`config.mk`:
```
export PLATFORM = sky130hd
export DESIGN_NAME = hazard_trace_buffer
export DESIGN_NICKNAME = d
export VERILOG_FILES = /design/src/rtl/hazard_trace_buffer.sv
export SDC_FILE = /design/constraint.sdc
export NUM_CORES = 1
export LEC_CHECK = 0
export ABC_AREA = 1
export CAP_MARGIN = 40
export CORE_MARGIN = 10
export CORE_UTILIZATION = 45
export DETAILED_ROUTE_END_ITERATION = 8
export SLEW_MARGIN = 20
export SYNTH_ARGS = -nofsm -noshare
export SYNTH_HDL_FRONTEND = slang
export SYNTH_SLANG_ARGS = --single-unit
```
`constraint.sdc`:
```
create_clock -name i_clk -period 4.3 [get_ports i_clk]
set_input_delay 1.075 -clock i_clk [delete_from_list [all_inputs] [get_ports i_clk]]
set_output_delay 1.075 -clock i_clk [all_outputs]
set_load 0.05 [all_outputs]
```
`src/rtl/hazard_trace_buffer.sv`:
```
// hazard_trace_buffer: timestamped trace sink for the CPU hazard/debug outputs.
// Hazard cycles are pushed into a show-ahead FIFO drained over a valid/ready
// port, alongside saturating per-hazard counters and drop statistics.
module hazard_trace_buffer #(
   parameter int DEPTH = 16,
   parameter int TS_W  = 16,
   parameter int CNT_W = 16
) (
   input  logic                     i_clk,
   input  logic                     i_rst_n,
   input  logic                     i_h1,
   input  logic                     i_h2,
   input  logic [8:0]               i_control,
   input  logic [31:0]              i_data,
   input  logic                     i_cap_en,
   input  logic                     i_clr,
   output logic                     o_valid,
   input  logic                     i_ready,
   output logic [TS_W+42:0]         o_entry,
   output logic [$clog2(DEPTH):0]   o_level,
   output logic                     o_overflow,
   output logic [CNT_W-1:0]         o_drop_cnt,
   output logic [CNT_W-1:0]         o_h1_cnt,
   output logic [CNT_W-1:0]         o_h2_cnt
);

   localparam int AW = $clog2(DEPTH);
   localparam int EW = TS_W + 43;
   localparam logic [AW:0] FULL_LEVEL = (AW+1)'(DEPTH);

   logic [TS_W-1:0] ts;
   logic [EW-1:0]   mem [DEPTH];
   logic [AW-1:0]   wr_ptr;
   logic [AW-1:0]   rd_ptr;
   logic [AW:0]     level;

   logic cap_event;
   logic pop;
   logic full;
   logic push;
   logic drop;

   // A push into a full FIFO is still allowed when the head leaves in the
   // same cycle; only a full FIFO with no pop discards the event.
   assign cap_event = i_cap_en & (i_h1 | i_h2);
   assign full      = (level == FULL_LEVEL);
   assign pop       = o_valid & i_ready;
   assign push      = cap_event & (~full | pop);
   assign drop      = cap_event & full & ~pop;

   // The head is read straight out of the storage registers so it is
   // visible in the same cycle o_valid rises; forced to zero when empty so
   // reset and clear present an all-zero entry without clearing storage.
   assign o_valid = (level != '0);
   assign o_entry = o_valid ? mem[rd_ptr] : '0;
   assign o_level = level;

   // Entry storage; clear suppresses the write so a cleared FIFO stays empty.
   always_ff @(posedge i_clk) begin
      if (push && !i_clr) begin
         mem[wr_ptr] <= {ts, i_h2, i_h1, i_control, i_data};
      end
   end

   // Timestamp, pointers, occupancy, sticky overflow and saturating counters.
   always_ff @(posedge i_clk or negedge i_rst_n) begin
      if (!i_rst_n) begin
         ts         <= '0;
         wr_ptr     <= '0;
         rd_ptr     <= '0;
         level      <= '0;
         o_overflow <= 1'b0;
         o_drop_cnt <= '0;
         o_h1_cnt   <= '0;
         o_h2_cnt   <= '0;
      end else if (i_clr) begin
         ts         <= '0;
         wr_ptr     <= '0;
         rd_ptr     <= '0;
         level      <= '0;
         o_overflow <= 1'b0;
         o_drop_cnt <= '0;
         o_h1_cnt   <= '0;
         o_h2_cnt   <= '0;
      end else begin
         ts <= ts + 1'b1;
         if (push) begin
            wr_ptr <= wr_ptr + 1'b1;
         end
         if (pop) begin
            rd_ptr <= rd_ptr + 1'b1;
         end
         case ({push, pop})
            2'b10:   level <= level + 1'b1;
            2'b01:   level <= level - 1'b1;
            default: level <= level;
         endcase
         if (drop) begin
            o_overflow <= 1'b1;
            if (o_drop_cnt != '1) begin
               o_drop_cnt <= o_drop_cnt + 1'b1;
            end
         end
         if (i_h1 && (o_h1_cnt != '1)) begin
            o_h1_cnt <= o_h1_cnt + 1'b1;
         end
         if (i_h2 && (o_h2_cnt != '1)) begin
            o_h2_cnt <= o_h2_cnt + 1'b1;
         end
      end
   end

endmodule
```
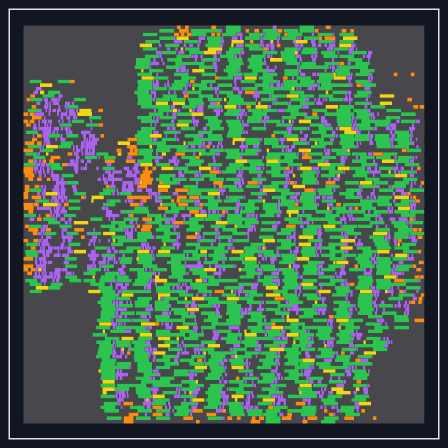
*Placement by cell class*
Fill, decap, tap and diode cells in gray.
Purple is combinational and other logic, cells 1,875, share of their area 21%. Orange is other buffers and delay cells, cells 233, share of their area 5.9%. Green is flops, cells 1,022, share of their area 66%. Yellow is clock drivers and dummy loads, cells 194, share of their area 7.5%.

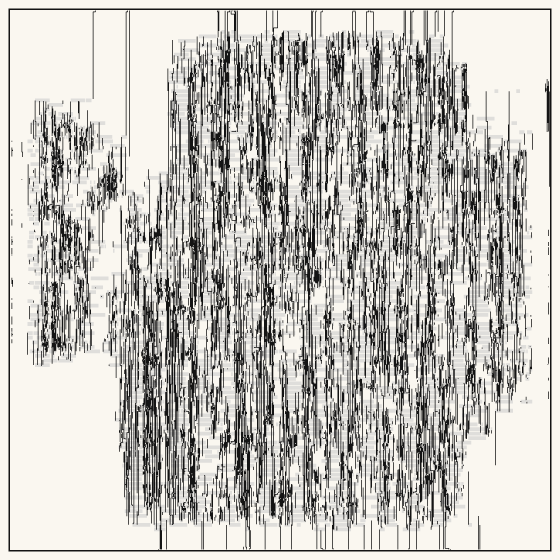
*M2 wires*
Cells faint in the background.
2,633 nets have wire on it. The longest straight run is 86.9 um. The layer holds 48% of the routed length. The layer carries 50.8 mm of wire.

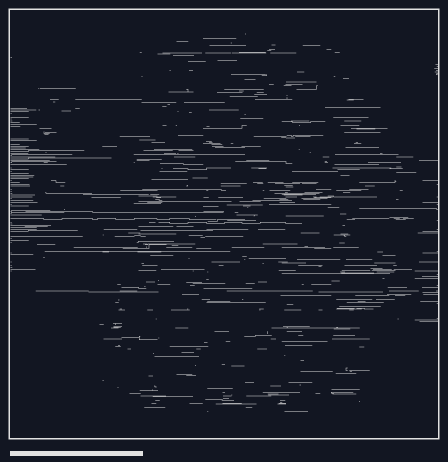
*The metal 3 layer*
The bar under the picture is 100 um long.
The longest straight run is 139 um. 256 nets have wire on it. The layer holds 7.4% of the routed length. The wires run mostly horizontal.
met3 Usage GRT: 0.0391
routed wire length: 106,000 um
via count: 26,400

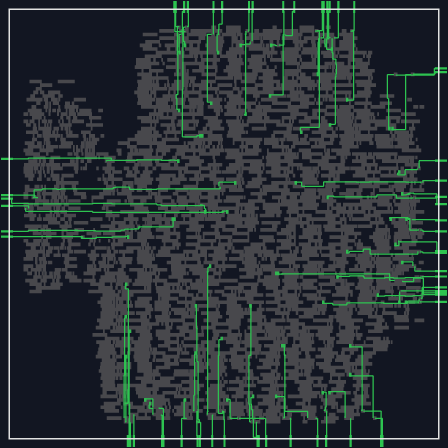
*Port wiring*
Green is `o_entry`, bits 59, direction output, edge 20 bottom, 17 right, 16 top, 6 left, end cells 59, buffers 61, wire 4,380 um.

==> Slide: Implementation Results <==
Key Metrics from the Run

Outcome
  • Status: completed

STA
  • Minimum clock period: 4.16 ns
  • Final period util: 0.968
  • Final Skew: 0.0215 ns
  • Worst-Margin Slew: 0.997 ns
  • Final setup fails: 0
  • Hold violation total from the final report: 0
  • Unrepaired setup endpoints after global routing: no
  • Final worst slack: 0.140 ns
  • TNS Setup: 0 ns

Setup path
  • Crit-path max cell delay: 0.56 ns
  • Buffers & Inverters on Critical Path: 2
  • Delay-heaviest family, CP: AND-OR/OR-AND gates
  • Largest fanout on the critical path: 169
  • Reg-to-Reg End: mem[7][39]
  • Critical path launch point type: flop
  • CP Capture Type: output pin
  • R2R depth: 7
  • Worst setup path startpoint: rd_ptr[0]
  • Crit path kind: flop to output pin
  • R2R Path Start: o_level[0]
  • Required time of the critical path: 3.22 ns
  • CP Depth: 6
  • Worst reg2reg setup slack: 1.80 ns

Clock network
  • Clk_lat worst skew: 0.66 ns
  • CTS buffer count: 105
  • Sink Count: 1,022
  • CTS clk-pin slew, worst paths: 0.06 ns
  • H-tree Lvls: 3
  • Hold_buf cts: 0
  • Root buffer cell: clkbuf_16
  • Post-CTS Setup Inserts: 0
  • Max clock buf depth: 3

Worst hold path
  • Hold Crit Class: primary input to asynchronous set/reset pin

Global route
  • Vias in the first global route: 26,300
  • Largest net degree at the start of global routing: 177
  • First-pass GRT wire length: 160,000 um
  • Gr usage total: 0.200
  • Total grt overflow: 0

Layout
  • Proportion of layout cells with a drive suffix above 1: 0.100
  • Gate Area: 9410 um2
  • Non-clk buf share: 0.0568
  • Largest class: flip-flops and latches
  • Top cell excl fill/tap: edfxtp_1
  • Clock buf/inv share: 0.0724
  • Clkbuf count: 128
  • Buffers excl. clock: 233
  • Sequential cell area share: 0.636
  • # fillers: 7,369
  • Post-layout nets: 3,296
  • Registers: 1,022
  • Final non-filler cell total: 4,500
  • #MultiIn Comb: 1,793
  • # diodes: 0

Pwr
  • Comb power frac: 0.269
  • P_seq: 11,000 uW
  • VDD IR max: 392 uV
  • Top power group: sequential cells
  • Switch share: 0.326
  • Psw: 8990 uW
  • Seq pwr share: 0.401
  • Clock power share: 0.330
  • Lkg Pwr: 0.0154 uW
  • Total power draw: 27,500 uW
  • PwrDens: 577 nW/um2

Synth
  • Yosys Warn Count: 0
  • Ys async rst share: 0.0763
  • Synth cell types: 44
  • #FFs+latches synth: 1,022
  • Fa+ha+maj area frac: 0.00336
  • Top logic family: AND-OR/OR-AND gates
  • Synth area leader: edfxtp_1
  • Mapped Area: 41,000 um2
  • Basic Gates by Area: 0.0834
  • Sequential-to-total area share from yosys stat: 0.740
  • Yosys Instances: 3,109
  • Post-Syn Area per Cell: 13.2 um2
  • Mux area share: 0
  • Aoi share: 0.136
  • Synth top area share: 0.692
  • YS chip area: 41,000 um2
  • Biggest area cells: edfxtp_1 69%, o21ai_0 5.8%, nor2_1 5.2%, dfrtp_1 4.8%, o221ai_1 3.4%

Placement
  • Place WS: 0.707 ns
  • Area of placed instances: 44,200 um2
  • Detailed placement HPWL: 54,000 um
  • Placed insts: 4,305
  • Placer Congestion: 0.844

Route
  • First drt pass iteration count: 6
  • Drt drc: 0

Floorplan
  • Core area: 90,100 um2
  • Core Util at FP: 0.454
  • Chip Area: 103,000 um2
  • Std-Cell Rows: 110
  • Tapcell Cnt: 1,176
## per-layer routing
metal  vias to the layer above  part of all wire  GRT usage
met5                         -           0.00022          0
met3                       172             0.074     0.0391
met2                       960              0.48      0.332
li1                      12000                 -          -
met1                     13300              0.42      0.264
met4                         4             0.022     0.0594
## synth_stat cells, types with 28 or more instances
library cell	instances
a21oi_1	86
nand2_1	128
o211ai_1	75
clkbuf_1	122
nor2_1	564
o21ai_0	474
buf_4	28
inv_1	73
buf_2	35
o22ai_1	75
nand3_1	91
o221ai_1	161
dfrtp_1	78
edfxtp_1	944
o21ai_1	35
## flip-flops by register name, summed over array words and instances (netlist names)
signal,count
o_level,5
mem,944
rd_ptr,4
ts,16
o_h2_cnt,16
wr_ptr,4
o_overflow,1
o_h1_cnt,16
o_drop_cnt,16
Power and IR drop assume default switching activity.
